Run 1, gate families picked out:
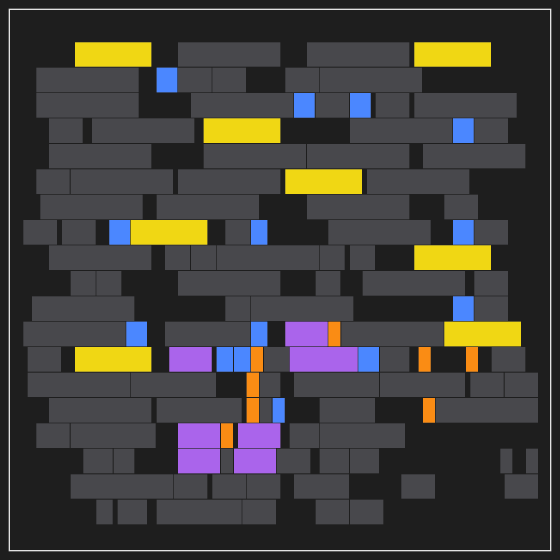
Run 1, clock nets:
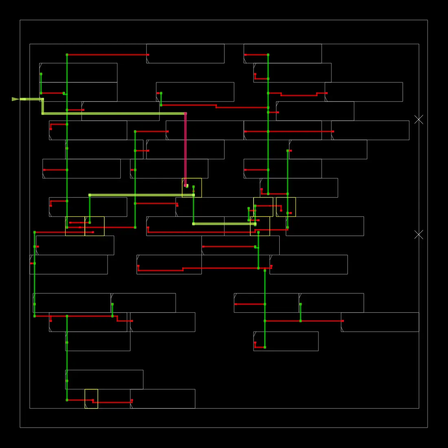
Run 1, drive-strength map:
Bar = 20 um.
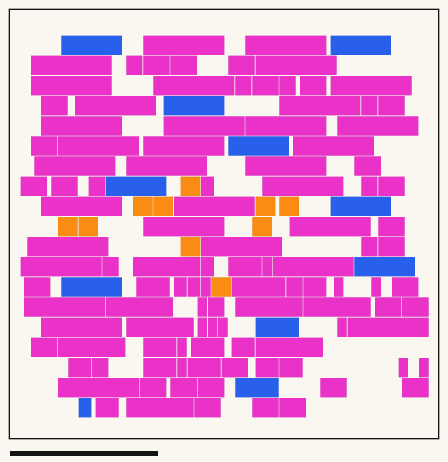
--- src/rtl/input_port_fifo_pkg.sv ---
// Shared architecture constants for the input port: data width, FIFO depth,
// status byte bit positions and the handshake FSM state type.
package input_port_fifo_pkg;

  localparam int unsigned ARCH_DATA_WIDTH  = 8;
  localparam int unsigned INPUT_FIFO_DEPTH = 4;

  // Status byte bit positions
  localparam int unsigned STAT_AVAIL   = 0;
  localparam int unsigned STAT_FULL    = 1;
  localparam int unsigned STAT_UFLOW   = 2;
  localparam int unsigned STAT_CNT_LSB = 4;

  typedef enum logic {IN_IDLE, IN_ACK} in_port_state_t;

endpackage

--- src/rtl/input_port_fifo_core.sv ---
// FIFO core for the input port: flop storage, wrapping read/write pointers
// (one extra MSB to tell full from empty), occupancy count and head byte.
module input_port_fifo_core #(
  parameter  int unsigned DATA_WIDTH = 8,
  parameter  int unsigned DEPTH      = 4,
  localparam int unsigned AW         = $clog2(DEPTH),
  localparam int unsigned PW         = AW + 1
) (
  input  logic                  clk,
  input  logic                  reset,
  input  logic                  push,
  input  logic                  pop,
  input  logic [DATA_WIDTH-1:0] wr_data,
  output logic [DATA_WIDTH-1:0] head,
  output logic                  empty,
  output logic                  full,
  output logic                  full_next,
  output logic [PW-1:0]         count
);

  logic [DATA_WIDTH-1:0] mem [DEPTH];
  logic [PW-1:0]         wr_ptr, rd_ptr;
  logic [PW-1:0]         wr_nxt, rd_nxt;

  assign wr_nxt = wr_ptr + PW'(push);
  assign rd_nxt = rd_ptr + PW'(pop);

  assign empty     = (wr_ptr == rd_ptr);
  assign full      = (wr_ptr[AW] != rd_ptr[AW]) && (wr_ptr[AW-1:0] == rd_ptr[AW-1:0]);
  assign full_next = (wr_nxt[AW] != rd_nxt[AW]) && (wr_nxt[AW-1:0] == rd_nxt[AW-1:0]);
  assign count     = wr_ptr - rd_ptr;
  assign head      = empty ? '0 : mem[rd_ptr[AW-1:0]];

  // Pointer registers; callers guarantee no push when full, no pop when empty
  always_ff @(posedge clk or negedge reset) begin
    if (!reset) begin
      wr_ptr <= '0;
      rd_ptr <= '0;
    end else begin
      wr_ptr <= wr_nxt;
      rd_ptr <= rd_nxt;
    end
  end

  // Storage write; contents are don't-care until a pointer covers them
  always_ff @(posedge clk) begin
    if (push) mem[wr_ptr[AW-1:0]] <= wr_data;
  end

endmodule

--- src/rtl/input_port_fifo.sv ---
// CPU-side input port: external source pushes bytes into a small FIFO, the CPU
// pops them and reads a status byte. Default build uses a registered
// valid/ready handshake; defining INPUT_PORT_SYNC_EN switches to a
// synchronised 4-phase handshake driven by an IDLE/ACK FSM.
module input_port_fifo
  import input_port_fifo_pkg::*;
#(
  parameter int unsigned DATA_WIDTH = ARCH_DATA_WIDTH,
  parameter int unsigned DEPTH      = INPUT_FIFO_DEPTH
) (
  input  logic                  clk,
  input  logic                  reset,
  input  logic [DATA_WIDTH-1:0] ext_data_in,
  input  logic                  ext_valid,
  output logic                  ext_ready,
  input  logic                  cpu_rd_en,
  output logic [DATA_WIDTH-1:0] cpu_data_out,
  output logic [DATA_WIDTH-1:0] cpu_status_out,
  input  logic                  cpu_status_clr,
  output logic                  data_available
);

  localparam int unsigned PW = $clog2(DEPTH) + 1;

  logic          push, pop;
  logic          empty, full, full_next;
  logic [PW-1:0] count;
  logic          underflow;

  // A pop on an empty FIFO is dropped (and flagged), even alongside a push
  assign pop = cpu_rd_en && !empty;

  input_port_fifo_core #(
    .DATA_WIDTH (DATA_WIDTH),
    .DEPTH      (DEPTH)
  ) u_core (
    .clk       (clk),
    .reset     (reset),
    .push      (push),
    .pop       (pop),
    .wr_data   (ext_data_in),
    .head      (cpu_data_out),
    .empty     (empty),
    .full      (full),
    .full_next (full_next),
    .count     (count)
  );

`ifdef INPUT_PORT_SYNC_EN
  logic [1:0]     sync;
  logic           sync_valid;
  in_port_state_t state, state_nxt;

  assign sync_valid = sync[1];
  assign ext_ready  = (state == IN_ACK);

  // Two-flop synchroniser for the asynchronous source valid
  always_ff @(posedge clk or negedge reset) begin
    if (!reset) sync <= '0;
    else        sync <= {sync[0], ext_valid};
  end

  // Handshake state register
  always_ff @(posedge clk or negedge reset) begin
    if (!reset) state <= IN_IDLE;
    else        state <= state_nxt;
  end

  // Capture once per valid pulse in IDLE, then hold ACK until valid drops
  always_comb begin
    state_nxt = state;
    push      = 1'b0;
    case (state)
      IN_IDLE: if (sync_valid && !full) begin
        push      = 1'b1;
        state_nxt = IN_ACK;
      end
      IN_ACK:  if (!sync_valid) state_nxt = IN_IDLE;
      default: state_nxt = IN_IDLE;
    endcase
  end

  logic unused_full_next;
  assign unused_full_next = full_next;
`else
  logic ready_q;

  assign ext_ready = ready_q;
  assign push      = ext_valid && ready_q;

  // Ready registered from next-cycle fullness so a push never lands on a full FIFO
  always_ff @(posedge clk or negedge reset) begin
    if (!reset) ready_q <= 1'b0;
    else        ready_q <= !full_next;
  end
`endif

  // Sticky underflow; a same-cycle underflowing pop beats the clear
  always_ff @(posedge clk or negedge reset) begin
    if (!reset)                     underflow <= 1'b0;
    else if (cpu_rd_en && empty)    underflow <= 1'b1;
    else if (cpu_status_clr)        underflow <= 1'b0;
  end

  // Status byte assembly
  always_comb begin
    cpu_status_out                      = '0;
    cpu_status_out[STAT_AVAIL]          = !empty;
    cpu_status_out[STAT_FULL]           = full;
    cpu_status_out[STAT_UFLOW]          = underflow;
    cpu_status_out[STAT_CNT_LSB +: 3]   = 3'(count);
  end

  assign data_available = !empty;

endmodule

--- config.mk ---
export PLATFORM = sky130hd
export DESIGN_NAME = input_port_fifo
export DESIGN_NICKNAME = d
export VERILOG_FILES = /design/src/rtl/input_port_fifo_pkg.sv /design/src/rtl/input_port_fifo_core.sv /design/src/rtl/input_port_fifo.sv
export SDC_FILE = /design/constraint.sdc
export NUM_CORES = 1
export LEC_CHECK = 0
export CORE_MARGIN = 1
export CORE_UTILIZATION = 55
export DETAILED_ROUTE_END_ITERATION = 7
export GPL_ROUTABILITY_DRIVEN = 0
export PLACE_DENSITY = 0.83
export SLEW_MARGIN = 20
export SYNTH_ARGS = -nofsm -noshare
export SYNTH_HDL_FRONTEND = slang
export SYNTH_SLANG_ARGS = --single-unit
--- constraint.sdc ---
create_clock -name clk -period 7.4 [get_ports clk]
set_input_delay 2.22 -clock clk [delete_from_list [all_inputs] [get_ports clk]]
set_output_delay 2.22 -clock clk [all_outputs]
set_load 0.01 [all_outputs]
==> results_dict.tcl, run 1 <==
# flow metrics
set metrics [dict create \
    yosysWarnings 0 \
    clk_pin_slew_ps 110 \
    drtPass1Iterations 7 \
    fp.dieH_um 57.8 \
    pre_cts_ws_ps 3010 \
    postCtsSetupBuffers 0 \
    vias 864 \
    postCtsHoldBufs 0 \
    critPathKind "flip-flop to primary output" \
    path_buffers 1 \
    total_leakage_power_nw 0.771 \
    clk_path_buf_depth 2 \
    status "complete, but fails checks" \
    antenna_found_initial 0 \
    rr_endpoint "ext_ready" \
    fin_skew_ps 16.8 \
    gr-total-overflow 0 \
    cts_tree "yes" \
    grt_usage 0.192 \
    violations "DRC" \
    core_area_mm2 0.00285 \
    htreeDepth 2 \
    timing.critical_path.to "cpu_data_out[7]" \
    timing.final.crit_share 0.640 \
    worst_pin_slew_ps 784 \
    cpPeakStageDelay_ps 770 \
    first_global_vias 949 \
    rrSetupSlack_ps 4450 \
    hold_class "flip-flop to flip-flop" \
    rr_worst_depth 9 \
    slew-limit-headroom 0.473 \
    syn_inst 98 \
    period_needed_ps 4740 \
    grt_pass1_wl_mm 4.62 \
    cts_buffers 5 \
    die_w_um 57.8 \
    startpoint "u_core.rd_ptr[0]" \
    dieArea_mm2 0.00334 \
    port-buffer-count 28 \
    warning_count 27 \
    cp_top_family "flip-flops" \
    ir_drop_mv 0.261 \
    ant_nets 0 \
    seq_area_frac_synth 0.678 \
    wl_per_cell_um 17.7 \
    synth_chip_area_mm2 0.00171 \
    synth_area_mm2 0.00171 \
    grt_max_degree 13 \
    routed_wl_mm 2.85 \
    r2r_start "u_core.rd_ptr[1]" \
    cts.sinks 40 \
    fp-utilization 0.600 \
    fin_hold_ws_ps 528 \
    fin_ws_ps 2660 \
    viasPerCell 5.37 \
    hold_viol 0 \
    dp_hpwl_mm 2.08 \
    ys_cells 98 \
    tns_ps 0 \
    slew_viol_final 0 \
    drive_gt1_frac 0.162 \
    max_cap_violations 0 \
    drtIter0Drc 24 \
    synth-seq-cells 40 \
    slowest_stage "dfrtp_1" \
    crit_path_start_kind "flip-flop" \
    synth.avg_cell_area_um2 17.5 \
    timing.fmax_mhz 211 \
    worstPathMaxFanout 11 \
    cp-end-kind "primary output" \
    setup_viol 0 \
    antenna_cells 0 \
    cp_cell_sequence "ha_1, and3_1, nor2b_1, clkdlybuf4s50_1" \
    top_level_ports 31 \
    required_ps 5180 \
    rsz0062_at_grt "no" \
    drc 2 \
    path_depth 4 \
    cts_resized 0 \
    utilization 0.721 \
    crit_arrival_ps 2520 \
    power_density_mw_per_mm2 452 \
    ys_types 21 \
    row_count 19 \
    fin_nets 150 \
    root_buffer "clkbuf_4" \
]
Notes on 'gate families picked out' above:
legend:
  purple:
    family: adder and majority cells
    cells: 7
    where: bottom center
  blue:
    family: NOR gates
    cells: 14
  orange:
    family: inverters
    cells: 8
  yellow:
    family: multiplexers
    cells: 8

Notes on 'clock nets' above:
clk latency late pin: 330 ps
clk pwr: 0.102 mW

Notes on 'drive-strength map' above:
legend:
  magenta:
    size: _0 and _1 cells
    cells: 109
    share: 84%
  orange:
    size: _3 and _4 cells
    cells: 10
    share: 7.7%
  blue:
    size: _2 cells
    cells: 11
    share: 8.5%
Layout Area Growth over Synthesis: 20.2%
final instance area: 0.00206 mm2
count of plain and timing-repair buffers: 32

## run 1: metrics by stage
stage          cells  cell area [um2]  power (mW)
2_1_floorplan     99             1720       0.627
3_3_place_gp     154             2010       0.821
3_5_place_dp     154             2010       0.835
4_1_cts          161             2060       0.937
5_1_grt          161             2060       0.990
6_report         161             2060       0.930
## run 1: worst min-delay path by stage
stage / startpoint / to / depth (start not counted)
after CTS: underflow / underflow / 1
final: underflow / underflow / 1
after detailed placement: underflow / underflow / 1
after floorplan: underflow / underflow / 1
after global routing: underflow / underflow / 1
after global placement: underflow / underflow / 1
## run 1: cell usage after synthesis
cell	count	share of area
edfxtp_1	32	0.56
nor2b_1	9	0.033
dfrtp_1	8	0.12
inv_1	8	0.018
mux4_2	8	0.11
ha_1	6	0.044
buf_4	5	0.022
nor3_1	4	0.012
xnor2_1	3	0.015
nand2_1	2	0.0044
xor2_1	2	0.010
xor2_2	2	0.019
a22o_1	1	0.0051
and3_1	1	0.0037
buf_2	1	0.0029
buf_6	1	0.0066
clkbuf_1	1	0.0022
conb_1	1	0.0022
fa_1	1	0.012
nor2_1	1	0.0022
or3_1	1	0.0037
## run 1: worst register-to-register path, stage by stage, from the launching register on
cell,delay (ps)
dfrtp_1,700
inv_1,100
ha_1,310
and3_1,440
nor2b_1,140
ha_1,210
ha_1,220
xor2_2,190
xnor2_1,150
or3_1,380
## run 1: cells by family (layout without fill, tap and decap cells)
family,count (synthesis),count (layout),synth area share
multiplexers,8,8,0.105
buffers and inverters,16,47,0.0511
other,1,2,0.00219
flip-flops,40,40,0.678
adder cells (fa/ha/maj),7,7,0.0555
XOR/XNOR,7,7,0.0446
AND/OR/NAND/NOR,18,18,0.0584
AND-OR/OR-AND,1,1,0.00511
## run 1: report_power, final
group	switching (mW)	total [mW]	internal (mW)
logic	0.200	0.475	0.275
registers	0.0524	0.353	0.301
clock network	0.0675	0.102	0.0347
## run 1: registers in the layout (all words and copies together), names as in the netlist
name           flops
u_core.wr_ptr      3
underflow          1
u_core.mem        32
u_core.rd_ptr      3
ext_ready          1
## run 1: per-layer routing
layer | vias to the layer above | share of wire | GRT usage | wire length, um
li1 | 407 | - | - | -
met5 | - | 0 | 0 | 0
met1 | 431 | 0.44 | 0.262 | 1250
met2 | 24 | 0.52 | 0.320 | 1470
met3 | 2 | 0.042 | 0.0536 | 119
met4 | 0 | 0.0035 | 0.0272 | 10
## run 1: final cells by class
cell class / count / area [um2]
inverter: 8 / 30.0
fill: 190 / 795
clock buffer: 5 / 37.5
timing repair buffer: 32 / 310
sequential: 40 / 1160
tap: 31 / 38.8
clock inverter: 2 / 12.5
multi-input combinational: 43 / 468
## run 1: cells in the final DEF (no fill, tap or decap), types with 2 or more instances in the layout
cell,instances
buf_4,4
clkbuf_4,5
clkdlybuf4s50_1,28
conb_1,2
dfrtp_1,8
edfxtp_1,32
ha_1,6
inv_1,8
mux4_2,8
nand2_1,2
nor2b_1,9
nor3_1,4
xnor2_1,3
xor2_1,2
xor2_2,2
## Run 2: what changed since run 1
--- a/config.mk
+++ b/config.mk
@@ -6,10 +6,10 @@
 export NUM_CORES = 1
 export LEC_CHECK = 0
 export CORE_MARGIN = 1
-export CORE_UTILIZATION = 55
+export CORE_UTILIZATION = 46
 export DETAILED_ROUTE_END_ITERATION = 7
 export GPL_ROUTABILITY_DRIVEN = 0
-export PLACE_DENSITY = 0.83
+export PLACE_DENSITY = 0.74
 export SLEW_MARGIN = 20
 export SYNTH_ARGS = -nofsm -noshare
 export SYNTH_HDL_FRONTEND = slang
==> constraint.sdc (replaced) <==
create_clock -name clk -period 3.9 [get_ports clk]
set_input_delay 1.17 -clock clk [delete_from_list [all_inputs] [get_ports clk]]
set_output_delay 1.17 -clock clk [all_outputs]
set_load 0.01 [all_outputs]
==> results_dict.tcl, run 2 <==
# flow metrics
set metrics [dict create \
    synth_top_cell_by_area "edfxtp_1" \
    crit_arrival_ps 2420 \
    synth_area_mm2 0.00171 \
    drtIter0Drc 18 \
    lay_top_cells "edfxtp_1 (32), clkdlybuf4s50_1 (28), nor2b_1 (9)" \
    hold_viol 0 \
    p_seq_frac 0.344 \
    largest_reg_flops 32 \
    hold_class "flip-flop to flip-flop" \
    cp-end-kind "primary output" \
    final_common_cell "edfxtp_1" \
    top_cells_by_count "edfxtp_1 (32), nor2b_1 (9), dfrtp_1 (8), inv_1 (8), mux4_2 (8)" \
    vias 878 \
    dieArea_mm2 0.00397 \
    row_count 21 \
    tns_ps 0 \
    clk_path_buf_depth 2 \
    routed_wl_mm 2.82 \
    drc 0 \
    fp.dieH_um 63.0 \
    regArea_mm2 0.00116 \
    wl_per_cell_um 15.8 \
    postCtsHoldBufs 0 \
    synth-seq-cells 40 \
    num-fill-cells 251 \
    slew_viol_final 0 \
    placed_cell_area_mm2 0.00203 \
    area_growth_pct 25.3 \
    antenna_cells 0 \
    grt_pass1_wl_mm 4.50 \
    cts_resized 0 \
    comb_area_um2 468 \
    grt_max_degree 14 \
    swShare 0.320 \
    cts_buffers 5 \
    timing.fmax_mhz 278 \
    ys_cells 98 \
    internal_power_mw 1.29 \
    ys_top_cells_by_area "edfxtp_1 (56%), dfrtp_1 (12%), mux4_2 (11%)" \
    timing.final.crit_share 0.921 \
    root_buffer "clkbuf_8" \
    crit_path_start_kind "flip-flop" \
    antenna_found_initial 0 \
    worst_pin_slew_ps 697 \
    critPathKind "flip-flop to primary output" \
    synth_chip_area_mm2 0.00171 \
    cts_tree "yes" \
    viasPerCell 4.93 \
    grt_usage 0.163 \
    status "finished clean" \
    period_needed_ps 3590 \
    seq_area_frac_synth 0.678 \
    p_sw_mw 0.609 \
    syn_inst 98 \
    slew-limit-headroom 0.532 \
    max_cap_violations 0 \
    ir_drop_mv 0.515 \
    yosysWarnings 0 \
    required_ps 2730 \
    drive_gt1_frac 0.174 \
    total_leakage_power_nw 0.803 \
    yosysTopAreaCellShare 0.561 \
    drtPass1Iterations 4 \
    htreeDepth 2 \
    fp-utilization 0.498 \
    ys_types 21 \
    dp_cells 170 \
    core_area_mm2 0.00344 \
    power_density_mw_per_mm2 886 \
    postCtsSetupBuffers 0 \
    die_w_um 63.0 \
    synth.avg_cell_area_um2 17.5 \
    first_global_vias 914 \
    cts.sinks 40 \
    top_level_ports 31 \
    synth-main-ff-cell "edfxtp_1" \
    ant_nets 0 \
    worstPathMaxFanout 11 \
    utilization 0.623 \
    gr-total-overflow 0 \
    fin_nets 151 \
    edf_count 32 \
    clk_pin_slew_ps 70 \
    setup_viol 0 \
    yosys.cell_count.top_type "edfxtp_1" \
    port-buffer-count 28 \
    dp_hpwl_mm 2.06 \
    final_cells 178 \
    synthArstFlopShare 0.200 \
    rsz0062_at_grt "no" \
    warning_count 27 \
    fin_area_mm2 0.00215 \
]
==> run 2: netlist changes by cell type in the layout (fill, tap and decap cells not counted) <==
cell | previous run | this run
buf_4 | 4 | 5
bufinv_16 | 0 | 1
clkbuf_8 | 0 | 5
clkbuf_4 | 5 | 0
==> run 2: final cells by class <==
class / count / share of cell area
flip-flops and latches: 40 / 0.541
multi-input cells: 43 / 0.218
repair buffers: 33 / 0.148
clock buffers: 5 / 0.0321
well taps: 46 / 0.0268
clock inverters: 3 / 0.0198
inverters: 8 / 0.0140
==> run 2: critical path, stage by stage (launching register included) <==
cell and delay (ps):
dfrtp_1 670, inv_1 90, ha_1 310, and3_1 300
nor2b_1 210, clkdlybuf4s50_1 560
==> run 2: worst paths after layout <==
| path | slack (ps) | depth (start not counted) | end | from |
|---|---|---|---|---|
| setup reg to reg | 1070 | 9 | ext_ready | u_core.rd_ptr[1] |
| max in group asynchronous | 2480 | 1 | u_core.rd_ptr[0] | reset |
| setup / recovery | 310 | 5 | cpu_data_out[7] | u_core.rd_ptr[1] |
| min in group asynchronous | 1160 | 1 | ext_ready | reset |
| hold / removal | 530 | 1 | u_core.wr_ptr[2] | u_core.wr_ptr[2] |
| hold reg to reg | 530 | 1 | u_core.wr_ptr[2] | u_core.wr_ptr[2] |
==> run 2: kinds of logic (layout without fill, tap and decap cells) <==
kind of cell             after synthesis  count (layout)  synth area share
AND-OR/OR-AND                          1               1           0.00511
flip-flops                            40              40             0.678
other                                  1               2           0.00219
adder cells (fa/ha/maj)                7               7            0.0555
AND/OR/NAND/NOR                       18              18            0.0584
XOR/XNOR                               7               7            0.0446
buffers and inverters                 16              49            0.0511
multiplexers                           8               8             0.105
==> run 2: metal layers <==
| metal | global-route usage | share of wire |
|---|---|---|
| met5 | 0 | 0 |
| met4 | 0.0930 | 0.024 |
| met3 | 0.0511 | 0.043 |
| met2 | 0.289 | 0.54 |
| met1 | 0.168 | 0.39 |
==> run 2: power groups by stage <==
stage | Combinational [mW] | Clock (mW) | Sequential (mW)
after floorplan | 0.566 | 0 | 0.623
after global placement | 0.913 | 0 | 0.658
after detailed placement | 0.936 | 0 | 0.666
after CTS | 0.941 | 0.331 | 0.657
after global routing | 1.00 | 0.352 | 0.670
final | 0.922 | 0.326 | 0.654
==> run 2: through the flow <==
| stage | hold slack, ps | total power [mW] | setup WS, ps |
|---|---|---|---|
| floorplan | 480 | 1.19 | 1160 |
| global placement | 506 | 1.57 | 627 |
| detailed placement | 520 | 1.60 | 579 |
| CTS | 537 | 1.93 | 244 |
| global route | 544 | 2.02 | 119 |
| finish | 527 | 1.90 | 306 |
Run 2, drive-strength map:
Bar = 20 um.
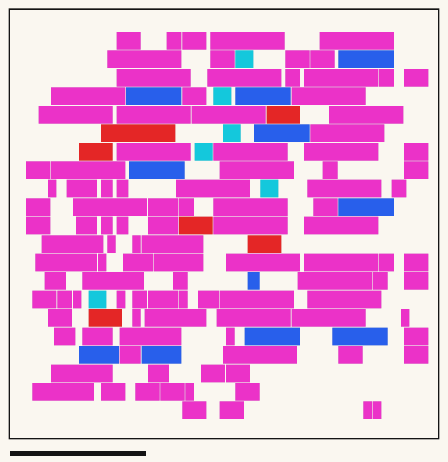
legend:
  red:
    size: _6 and larger
    cells: 6
    share: 4.5%
  blue:
    size: _2 cells
    cells: 11
    share: 8.3%
  magenta:
    size: _0 and _1 cells
    cells: 109
    share: 83%
  cyan:
    size: _3 and _4 cells
    cells: 6
    share: 4.5%

Run 2, clock network drawn from the DEF:
Bar = 20 um.
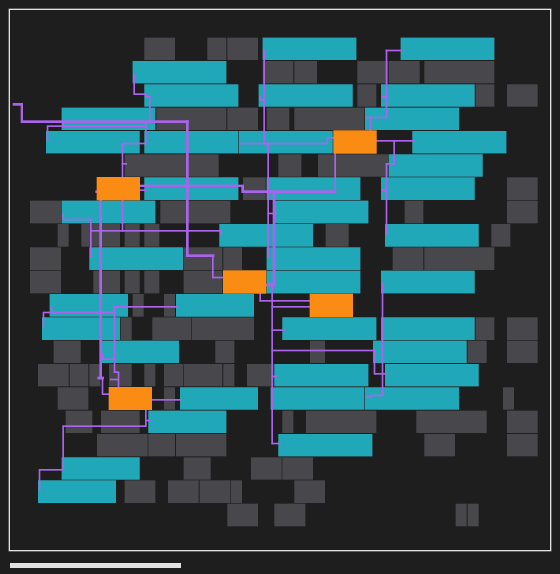
legend:
  purple:
    item: clock wires
    length: 390 um
  cyan:
    item: flip-flops
    count: 40
  orange:
    item: clock drivers
    count: 5
routed clock nets: 6
clk latency late pin: 290 ps
clock share of power: 0.171
Worst Skew: 2.20 ps
clk pwr: 0.326 mW

No activity file was given, so power comes from the tool's default toggle rates.
